==> config.mk <==
export PLATFORM = sky130hd
export DESIGN_NAME = mem_port_arbiter
export DESIGN_NICKNAME = d
export VERILOG_FILES = /design/src/rtl/mem_port_arbiter.sv
export SDC_FILE = /design/constraint.sdc
export NUM_CORES = 1
export LEC_CHECK = 0
export ABC_AREA = 1
export CAP_MARGIN = 0
export CORE_AREA = 2 2 81 83
export DETAILED_ROUTE_END_ITERATION = 8
export DIE_AREA = 0 0 83 85
export PLACE_DENSITY = 0.78
export SYNTH_ARGS = -nofsm -noshare
export SYNTH_HDL_FRONTEND = slang
export SYNTH_SLANG_ARGS = --single-unit
==> constraint.sdc <==
create_clock -name clk -period 3.5 [get_ports clk]
set_clock_uncertainty 0.1 [all_clocks]
set_input_delay 1.05 -clock clk [delete_from_list [all_inputs] [get_ports clk]]
set_output_delay 1.05 -clock clk [all_outputs]
set_load 0.01 [all_outputs]
The metal 2 layer:
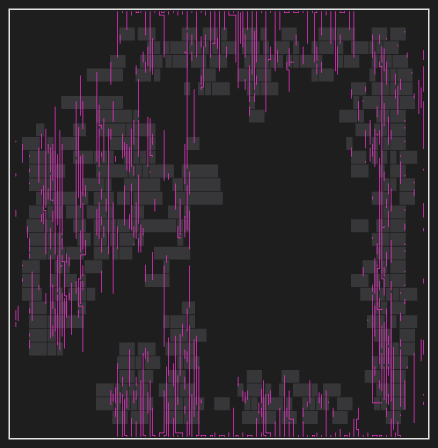
The longest straight run is 43.5 um. The wires run mostly vertical. The layer holds 49% of the routed length.
Routed WL: 4.071 mm
M2 GR Usage: 0.2126
count of vias placed by the detailed router: 1,624

Cell outlines without signal wires:
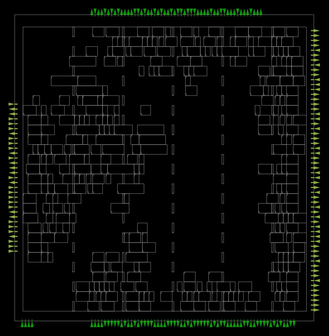
final core utilization: 0.3971
total number of tap cells: 77
row count: 29
number of fill cells in the layout: 679
number of flip-flops and latches: 5

Where the registers sit:
Other cells in gray.
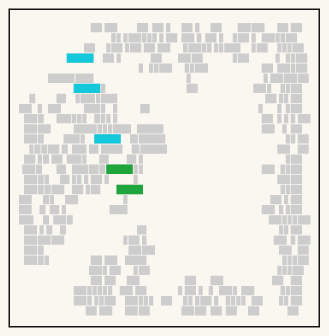
Key: r_owner = green [flops 2]; r_starve_cnt = cyan [flops 3]
FF+latch area: 100.1 sq um
share of cell area taken by flip-flops and latches: 0.04063
sequential power: 59.9 uW

The metal 1 layer:
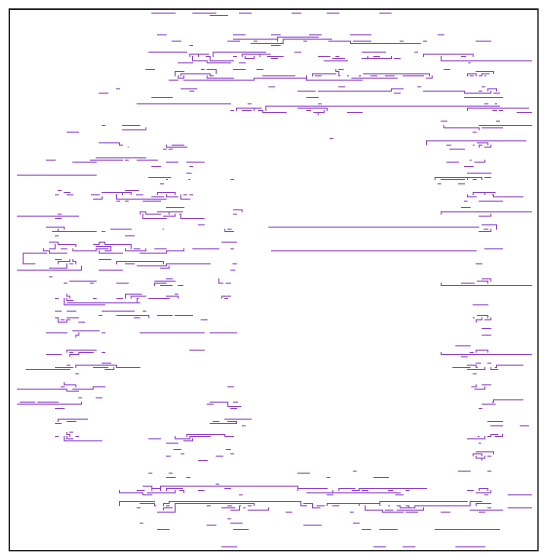
The longest straight run is 36.8 um. 321 nets have wire on it. The wires run mostly horizontal.
Global Route met1 Usage: 0.1123

Cell area per tile:
8 x 8 tiles, from white (low) to dark blue (high), 0 to 100% covered.
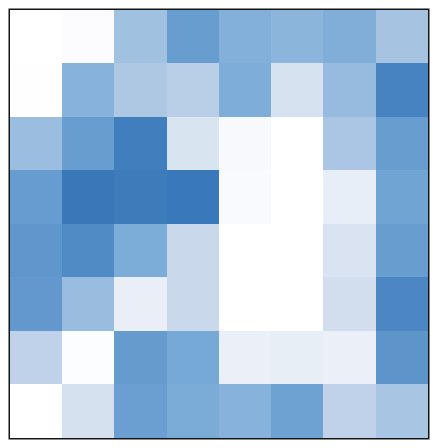
The mean over all tiles is 34%. The densest ninth of the die: west. 17% of the tiles are nearly empty. The emptiest ninth of the die: center.
Core Area: 0.006205 sq mm
initial core utilization: 0.1871

==> impl_report.txt <==
FLOW METRICS REPORT
----------------------------------------------------
[Power and ir drop]
  Reported clock group power ........................ about 110 uW
  Clock share of power ........................ 0.316

[Drt]
  Detail Route met2 WL ........................ 2.009 mm

[Finish]
  Clock network area share ........................ 0.01828
  Area Overhead vs Synth ........................ 112.2%
  Multi-input combinational area share ........................ 0.2362
  Final design instance area without fill ........................ 0.002464 sq mm

[Critical path]
  Most frequent cell on the critical path ........................ inv_2
  R2R Setup Slk ........................ 2180 ps
  Worst path slowest cell ........................ clkdlybuf4s50_1
  Critical path class ........................ in -> out
  CP endpoint kind ........................ output port

[Clock tree]
  CTS Buffer Depth ........................ 2
  Number of setup buffers added after CTS ........................ 2
  Clock input transition at the sequential cells of the worst setup and hold paths ........................ 40 ps
  Max H-tree Level ........................ 1
  Hold_buf cts ........................ 0

[GRT]
  Total congestion overflow ........................ 0
  Met3 track demand over resource in global routing ........................ 0.06031
  Largest net degree at the start of global routing ........................ 24
  Initial antenna violation count ........................ 0

[Placed design]
  Routability congestion estimate from global placement ........................ approximately 0.78
  Number of buffer cells added on primary ports ........................ 138

[Yosys]
  Number of enable-type register cells in the synthesized netlist ........................ 0
  Largest family of logic cells by area ........................ simple AND/OR/NAND/NOR gates
  Mux contribution to synthesized area ........................ 0
  Dominant cell by count in the synthesized netlist ........................ nor2_1
  Synth warn ........................ 0
  Cell accounting for the most synthesized area ........................ buf_4

[Run]
  Tool warning count ........................ 32
  Number of maximum-capacitance constraint violations ........................ 0

[Die]
  Number of top-level pins ........................ 207

[Timing]
  Number of failing hold endpoints at the final stage ........................ 0
  Final setup fails ........................ 0
  Pins over their slew limit ........................ 0
  Share of the clock period used by the worst path after layout ........................ 0.9851
  Clock period minus worst slack ........................ 3448 ps

[Status]
  Result of the run ........................ finished, final reports clean

----------------------------------------------------
Power figures rest on the tool's default switching activity, not on a simulated workload.
